--- src/rtl/seg_mux_capture_if.sv ---
// Bus bundle for the multiplexed 7-segment capture block: the sampled display
// bus on the input side and the decoded per-digit view on the output side.
interface seg_mux_capture_if;
  logic [7:0] iSEG;
  logic [2:0] iBAZA;
  logic [3:0] oDIG0;
  logic [3:0] oDIG1;
  logic [3:0] oDIG2;
  logic [2:0] oDP;
  logic [2:0] oVALID;
  logic [2:0] oERR;
  logic       oUPD;

  modport master (
    output iSEG, iBAZA,
    input  oDIG0, oDIG1, oDIG2, oDP, oVALID, oERR, oUPD
  );

  modport slave (
    input  iSEG, iBAZA,
    output oDIG0, oDIG1, oDIG2, oDP, oVALID, oERR, oUPD
  );
endinterface

--- src/rtl/seg_mux_capture.sv ---
// Receiver for a 3-digit multiplexed 7-segment bus: synchronises, filters out
// transients, decodes each committed pattern to hex and keeps one value per digit.
module seg_mux_capture #(
  parameter int unsigned      STABLE_CYC = 4,
  parameter int unsigned      TO_W       = 24,
  parameter logic [TO_W-1:0]  TIMEOUT    = 24'd6000000
) (
  input  logic              iCLK,
  input  logic              iRST_N,
  seg_mux_capture_if.slave  bus
);

  localparam int unsigned     CNT_W    = $clog2(STABLE_CYC);
  localparam logic [CNT_W-1:0] CNT_LAST = CNT_W'(STABLE_CYC - 1);
  localparam logic [TO_W-1:0]  TO_LAST  = TIMEOUT - TO_W'(1);
  localparam logic [10:0]      BUS_IDLE = {3'b111, 8'h00};

  // Returns {known, value}; known=0 for any pattern that is not a hex glyph.
  function automatic logic [4:0] seg_decode(input logic [6:0] pat);
    logic [4:0] r;
    case (pat)
      7'h3F:   r = {1'b1, 4'h0};
      7'h06:   r = {1'b1, 4'h1};
      7'h5B:   r = {1'b1, 4'h2};
      7'h4F:   r = {1'b1, 4'h3};
      7'h66:   r = {1'b1, 4'h4};
      7'h6D:   r = {1'b1, 4'h5};
      7'h7D:   r = {1'b1, 4'h6};
      7'h07:   r = {1'b1, 4'h7};
      7'h7F:   r = {1'b1, 4'h8};
      7'h6F:   r = {1'b1, 4'h9};
      7'h77:   r = {1'b1, 4'hA};
      7'h7C:   r = {1'b1, 4'hB};
      7'h39:   r = {1'b1, 4'hC};
      7'h5E:   r = {1'b1, 4'hD};
      7'h79:   r = {1'b1, 4'hE};
      7'h71:   r = {1'b1, 4'hF};
      default: r = {1'b0, 4'h0};
    endcase
    return r;
  endfunction

  // One-hot digit target; blank and multi-zero selects address nothing.
  function automatic logic [2:0] sel_target(input logic [2:0] baza);
    logic [2:0] r;
    case (baza)
      3'b110:  r = 3'b001;
      3'b101:  r = 3'b010;
      3'b011:  r = 3'b100;
      default: r = 3'b000;
    endcase
    return r;
  endfunction

  logic [10:0]           sync1_q, sync1_d;
  logic [10:0]           sync2_q, sync2_d;
  logic [10:0]           prev_q, prev_d;
  logic [CNT_W-1:0]      cnt_q, cnt_d;
  logic                  armed_q, armed_d;
  logic [2:0][3:0]       dig_q, dig_d;
  logic [2:0]            dp_q, dp_d;
  logic [2:0]            valid_q, valid_d;
  logic [2:0]            err_q, err_d;
  logic                  upd_q, upd_d;
  logic [2:0][TO_W-1:0]  to_cnt_q, to_cnt_d;

  logic                  same_s;
  logic                  commit_s;
  logic [2:0]            tgt_s;
  logic [4:0]            dec_s;

  // Synchroniser and stability filter; commit fires once per stable value.
  always_comb begin
    sync1_d  = {bus.iBAZA, bus.iSEG};
    sync2_d  = sync1_q;
    prev_d   = sync2_q;
    same_s   = (sync2_q == prev_q);
    commit_s = 1'b0;
    cnt_d    = cnt_q;
    armed_d  = armed_q;
    if (!same_s) begin
      cnt_d   = '0;
      armed_d = 1'b1;
    end else if (armed_q) begin
      if (cnt_q == CNT_LAST) begin
        commit_s = 1'b1;
        armed_d  = 1'b0;
        cnt_d    = '0;
      end else begin
        cnt_d = cnt_q + CNT_W'(1);
      end
    end else begin
      cnt_d = cnt_q;
    end
  end

  // Per-digit update on commit, timeout ageing, and change detection for oUPD.
  always_comb begin
    tgt_s    = commit_s ? sel_target(sync2_q[10:8]) : 3'b000;
    dec_s    = seg_decode(sync2_q[6:0]);
    dig_d    = dig_q;
    dp_d     = dp_q;
    valid_d  = valid_q;
    err_d    = err_q;
    to_cnt_d = to_cnt_q;
    upd_d    = 1'b0;
    for (int n = 0; n < 3; n++) begin
      if (tgt_s[n]) begin
        to_cnt_d[n] = '0;
        if (dec_s[4]) begin
          dig_d[n]   = dec_s[3:0];
          dp_d[n]    = sync2_q[7];
          valid_d[n] = 1'b1;
          err_d[n]   = 1'b0;
        end else begin
          valid_d[n] = 1'b0;
          err_d[n]   = 1'b1;
        end
      end else if (to_cnt_q[n] == TO_LAST) begin
        // Counter reaches TIMEOUT on this edge: data is stale, value is kept.
        to_cnt_d[n] = TIMEOUT;
        valid_d[n]  = 1'b0;
      end else if (to_cnt_q[n] != TIMEOUT) begin
        to_cnt_d[n] = to_cnt_q[n] + TO_W'(1);
      end else begin
        to_cnt_d[n] = to_cnt_q[n];
      end
      if ({dig_d[n], dp_d[n], valid_d[n]} != {dig_q[n], dp_q[n], valid_q[n]}) begin
        upd_d = 1'b1;
      end else begin
        upd_d = upd_d;
      end
    end
  end

  // State registers with synchronous active-low reset.
  always_ff @(posedge iCLK) begin
    if (!iRST_N) begin
      sync1_q  <= BUS_IDLE;
      sync2_q  <= BUS_IDLE;
      prev_q   <= BUS_IDLE;
      cnt_q    <= '0;
      armed_q  <= 1'b0;
      dig_q    <= '0;
      dp_q     <= 3'b000;
      valid_q  <= 3'b000;
      err_q    <= 3'b000;
      upd_q    <= 1'b0;
      to_cnt_q <= '0;
    end else begin
      sync1_q  <= sync1_d;
      sync2_q  <= sync2_d;
      prev_q   <= prev_d;
      cnt_q    <= cnt_d;
      armed_q  <= armed_d;
      dig_q    <= dig_d;
      dp_q     <= dp_d;
      valid_q  <= valid_d;
      err_q    <= err_d;
      upd_q    <= upd_d;
      to_cnt_q <= to_cnt_d;
    end
  end

  assign bus.oDIG0  = dig_q[0];
  assign bus.oDIG1  = dig_q[1];
  assign bus.oDIG2  = dig_q[2];
  assign bus.oDP    = dp_q;
  assign bus.oVALID = valid_q;
  assign bus.oERR   = err_q;
  assign bus.oUPD   = upd_q;

endmodule
--- src/flat_wrapper.sv ---
// flat-port wrapper written by rule: the top's interface ports become plain ports
module seg_mux_capture_flat 
#(
  parameter int unsigned      STABLE_CYC = 4,
  parameter int unsigned      TO_W       = 24,
  parameter logic [TO_W-1:0]  TIMEOUT    = 24'd6000000
)
  (iCLK, iRST_N, bus_iSEG, bus_iBAZA, bus_oDIG0, bus_oDIG1, bus_oDIG2, bus_oDP, bus_oVALID, bus_oERR, bus_oUPD);
  seg_mux_capture_if bus_i ();
  input  logic iCLK;
  input  logic iRST_N;
  input wire logic [$bits(bus_i.iSEG)-1:0] bus_iSEG;
  input wire logic [$bits(bus_i.iBAZA)-1:0] bus_iBAZA;
  output wire logic [$bits(bus_i.oDIG0)-1:0] bus_oDIG0;
  output wire logic [$bits(bus_i.oDIG1)-1:0] bus_oDIG1;
  output wire logic [$bits(bus_i.oDIG2)-1:0] bus_oDIG2;
  output wire logic [$bits(bus_i.oDP)-1:0] bus_oDP;
  output wire logic [$bits(bus_i.oVALID)-1:0] bus_oVALID;
  output wire logic [$bits(bus_i.oERR)-1:0] bus_oERR;
  output wire logic [$bits(bus_i.oUPD)-1:0] bus_oUPD;
  assign bus_i.iSEG = bus_iSEG;
  assign bus_i.iBAZA = bus_iBAZA;
  assign bus_oDIG0 = bus_i.oDIG0;
  assign bus_oDIG1 = bus_i.oDIG1;
  assign bus_oDIG2 = bus_i.oDIG2;
  assign bus_oDP = bus_i.oDP;
  assign bus_oVALID = bus_i.oVALID;
  assign bus_oERR = bus_i.oERR;
  assign bus_oUPD = bus_i.oUPD;
  seg_mux_capture #(.STABLE_CYC(STABLE_CYC), .TO_W(TO_W), .TIMEOUT(TIMEOUT)) u_core (.iCLK(iCLK), .iRST_N(iRST_N), .bus(bus_i));
endmodule
--- config.mk ---
export PLATFORM = sky130hd
export DESIGN_NAME = seg_mux_capture_flat
export DESIGN_NICKNAME = d
export VERILOG_FILES = /design/src/rtl/seg_mux_capture_if.sv /design/src/rtl/seg_mux_capture.sv /design/src/flat_wrapper.sv
export SDC_FILE = /design/constraint.sdc
export NUM_CORES = 1
export LEC_CHECK = 0
export CORE_ASPECT_RATIO = 1.1
export CORE_MARGIN = 2
export CORE_UTILIZATION = 30
export CTS_CLUSTER_DIAMETER = 200
export DETAILED_ROUTE_END_ITERATION = 10
export GPL_ROUTABILITY_DRIVEN = 0
export HOLD_SLACK_MARGIN = 0.1
export PLACE_DENSITY = 0.46
export SLEW_MARGIN = 10
export SYNTH_ARGS = -nofsm -noshare
export SYNTH_HDL_FRONTEND = slang
export SYNTH_SLANG_ARGS = --single-unit
--- constraint.sdc ---
create_clock -name iCLK -period 4.5 [get_ports iCLK]
set_input_delay 0.9 -clock iCLK [delete_from_list [all_inputs] [get_ports iCLK]]
set_output_delay 0.9 -clock iCLK [all_outputs]
set_load 0.05 [all_outputs]
Figure 1. The metal 1 layer.
Scale bar: 50 um. Supply wires on this layer in gray.
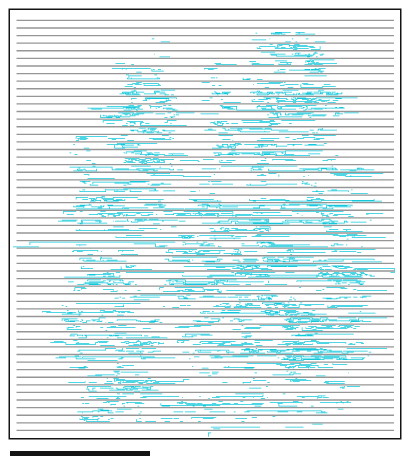
- main direction: horizontal
- longest straight run: 52.0 um
routing usage on met1: 17.16%
via count: 4835
total detailed-routing wirelength: 14350 um

==> notes.md <==
### Finish
• **most common library cell in the layout ignoring fill and taps** sky130_fd_sc_hd__dfxtp_1
• **number of nets in the layout** 748
• **area growth from synthesis to layout** 18.43%
• **share of cells above drive strength 1** 7.037%

### Synthesis
• **asr flop ratio synth** 0%
• **sequential-to-total area share from yosys stat** 42.79%
• **commonest cells in the netlist** 130 x sky130_fd_sc_hd__dfxtp_1, 108 x sky130_fd_sc_hd__nor2_1, 49 x sky130_fd_sc_hd__xor2_1, 42 x sky130_fd_sc_hd__nand2_1, 41 x sky130_fd_sc_hd__nand3_1
• **Syn Inst Count** 701
• **number of distinct library cell variants in the gate-level netlist after synthesis** 62
• **cell accounting for the most synthesized area** sky130_fd_sc_hd__dfxtp_1
• **count of instantiated cells in the yosys netlist** 701
• **synthesized chip area reported by yosys** 6082 um^2
• **Synthesis Warnings** 0
• **dominant synthesized flop cell** sky130_fd_sc_hd__dfxtp_1
• **cell area after synthesis** 6082 um^2
• **Largest cells by area** sky130_fd_sc_hd__dfxtp_1 43%, sky130_fd_sc_hd__xor2_1 7.1%, sky130_fd_sc_hd__nor2_1 6.7%, sky130_fd_sc_hd__xnor2_1 4.5%, sky130_fd_sc_hd__nand3_1 3.4%
• **Avg Synthesized Cell Area** 8.676 um^2
• **top area contributor share** 42.79%

### Clock network
• **clock-pin slew of the registers on the worst-case setup and hold paths** 0.06 ns
• **CTS root buf** sky130_fd_sc_hd__clkbuf_16
• **Resized cells post-CTS** 0
• **clock tree from TritonCTS** yes
• **maximum count of clock buffers along a single path** 2
• **number of buffers inserted during clock tree synthesis** 17
• **number of buffers inserted by post-CTS setup repair** 0
• **Hold Buf Count CTS** 0
• **clk ins delay skew pair** 0.43 ns

### Floorplan
• **width of the die** 139.8 um
• **die footprint** 21430 um^2
• **number of ports placed on the die boundary** 35
• **Initial Util** 30.62%
• **standard-cell row count** 54
• **area of the core** 19860 um^2
• **die extent in y** 153.3 um

### Critical path
• **critical register-to-register path startpoint** u_core.prev_d[4]
• **terminus of the critical flop-to-flop path** u_core.bus.oUPD
• **Register-to-Register Path Depth** 7
• **crit path kind** reg -> reg
• **Largest stage delay, worst path** 0.69 ns
• **critical-path maximum fanout** 17
• **Worst Setup SP** u_core.prev_d[4]
• **sort of element at the start of the critical path** register
• **reg-to-reg setup timing slack** 1.53 ns
• **critical path data arrival time** 3.24 ns

### Final timing
• **unrepaired setup endpoints after global routing** false
• **Slew Limit Headroom** 48.93%
• **Final Critical Period** 2.971 ns
• **post-layout period usage of the worst path** 66.02%
• **Tightest Pin Transition** 0.7591 ns
• **max-slew violation count** 0
• **Highest Clock Rate** 336.6 MHz

### Global routing
• **GRT overflow** 0
• **via count of the first global-routing pass** 4659
• **Global Route met3 Usage** 3.415%
• **pin count of the biggest net entering global routing** 33
• **layer carrying the most global-route usage** met2
• **number of antenna violations at the first check in global routing** 0
• **wire length of the first global-routing pass** 23740 um
• **Overall Global Routing Usage** 13.78%

### Run status
• **result of the run** finished clean

### Placement
• **Post-Place Cells** 961

### Pwr
• **leakage power of the design** 0.002536 uW

### Routing
• **Routed WL per cell** 14.48 um
• **drt first pass iters** 5
• **Post-DRT Antenna Nets** 0
• **count of unresolved DRC violations after routing** 0

### Hold path
• **class of the most critical hold timing path** reg -> reg

Figure 2. The metal 2 layer.
Cells faint in the background.
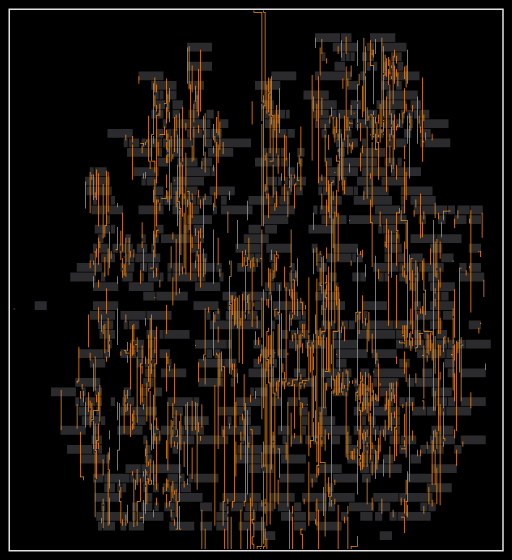
- share of all routed wire: 48%
- longest straight run: 54.1 um
Global Route met2 Usage: 22.60%

[worst min path at each step]
stage	end	from	slack (ns)
after floorplan	u_core.prev_d[10]	u_core.sync1_q[10]	0.39
after detailed placement	u_core.prev_d[8]	u_core.sync1_q[8]	0.40
after global routing	u_core.prev_d[8]	u_core.sync1_q[8]	0.43
after global placement	u_core.prev_d[10]	u_core.sync1_q[10]	0.40
after CTS	u_core.prev_d[8]	u_core.sync1_q[8]	0.42
final	u_core.prev_d[8]	u_core.sync1_q[8]	0.41
[worst max-delay path, delay by kind of cell (launching register included)]
family	cells	cell delay, ns
simple gates	4	1.52
flops	1	0.69
compound gates	2	0.42
xor+xnor	1	0.18
[flip-flops by register name, summed over array words and instances (netlist names)]
name	count
u_core.bus.oDP	3
u_core.bus.oDIG2	4
u_core.bus.oVALID	3
u_core.bus.oERR	3
u_core.to_cnt_q	72
u_core.bus.oDIG1	4
u_core.prev_d	11
u_core.armed_q	1
u_core.cnt_q	2
u_core.sync1_q	11
u_core.prev_q	11
u_core.bus.oUPD	1
u_core.bus.oDIG0	4
[final cells by class]
| type | count | area, um^2 |
|---|---|---|
| Inverter | 20 | 75.07 |
| Multi-Input combinational cell | 523 | 3272 |
| Timing Repair Buffer | 36 | 355.3 |
| Fill cell | 2073 | 12660 |
| Tap cell | 252 | 315.3 |
| Clock buffer | 20 | 446.7 |
| Clock inverter | 10 | 136.4 |
| Sequential cell | 130 | 2603 |
[per-layer routing]
| metal | up-vias | share of wire (%) | wire, um |
|---|---|---|---|
| li1 | 2473 | - | - |
| met1 | 2266 | 47 | 6717 |
| met2 | 77 | 48 | 6858 |
| met3 | 19 | 3.5 | 502 |
| met4 | 0 | 1.9 | 267 |
| met5 | - | 0 | 0 |
[logic make-up (layout without fill, tap and decap cells)]
kind of cell    Yosys count  in the layout  synth area share, %
mux                      13             13                2.201
fa+ha+maj                 7              7                1.440
flops                   130            130                42.79
buf+inv                  48             86                3.415
simple gates            350            350                30.69
xor+xnor                 81             81                11.79
compound gates           72             72                7.673
[report_power, final]
part           total [uW]  internal (uW)  switching, uW
combinational        96.2           43.7           52.4
clock                1380            876            507
sequential           1200           1170           23.9
[through the flow]
step                      total power [uW]  utilization [%]  setup slack (ns)  hold WS [ns]  instance area (um^2)
after detailed placement              1317            33.33             1.546        0.4000                  6620
after CTS                             2717            36.26             1.531        0.4166                  7203
after global routing                  2779            36.26             1.319        0.4323                  7203
final                                 2674            36.26             1.529        0.4112                  7203
after floorplan                       1288                -             2.145        0.3863                  6082
after global placement                1314            33.33             1.626        0.3995                  6620
Power is estimated from default activity; no workload was simulated.
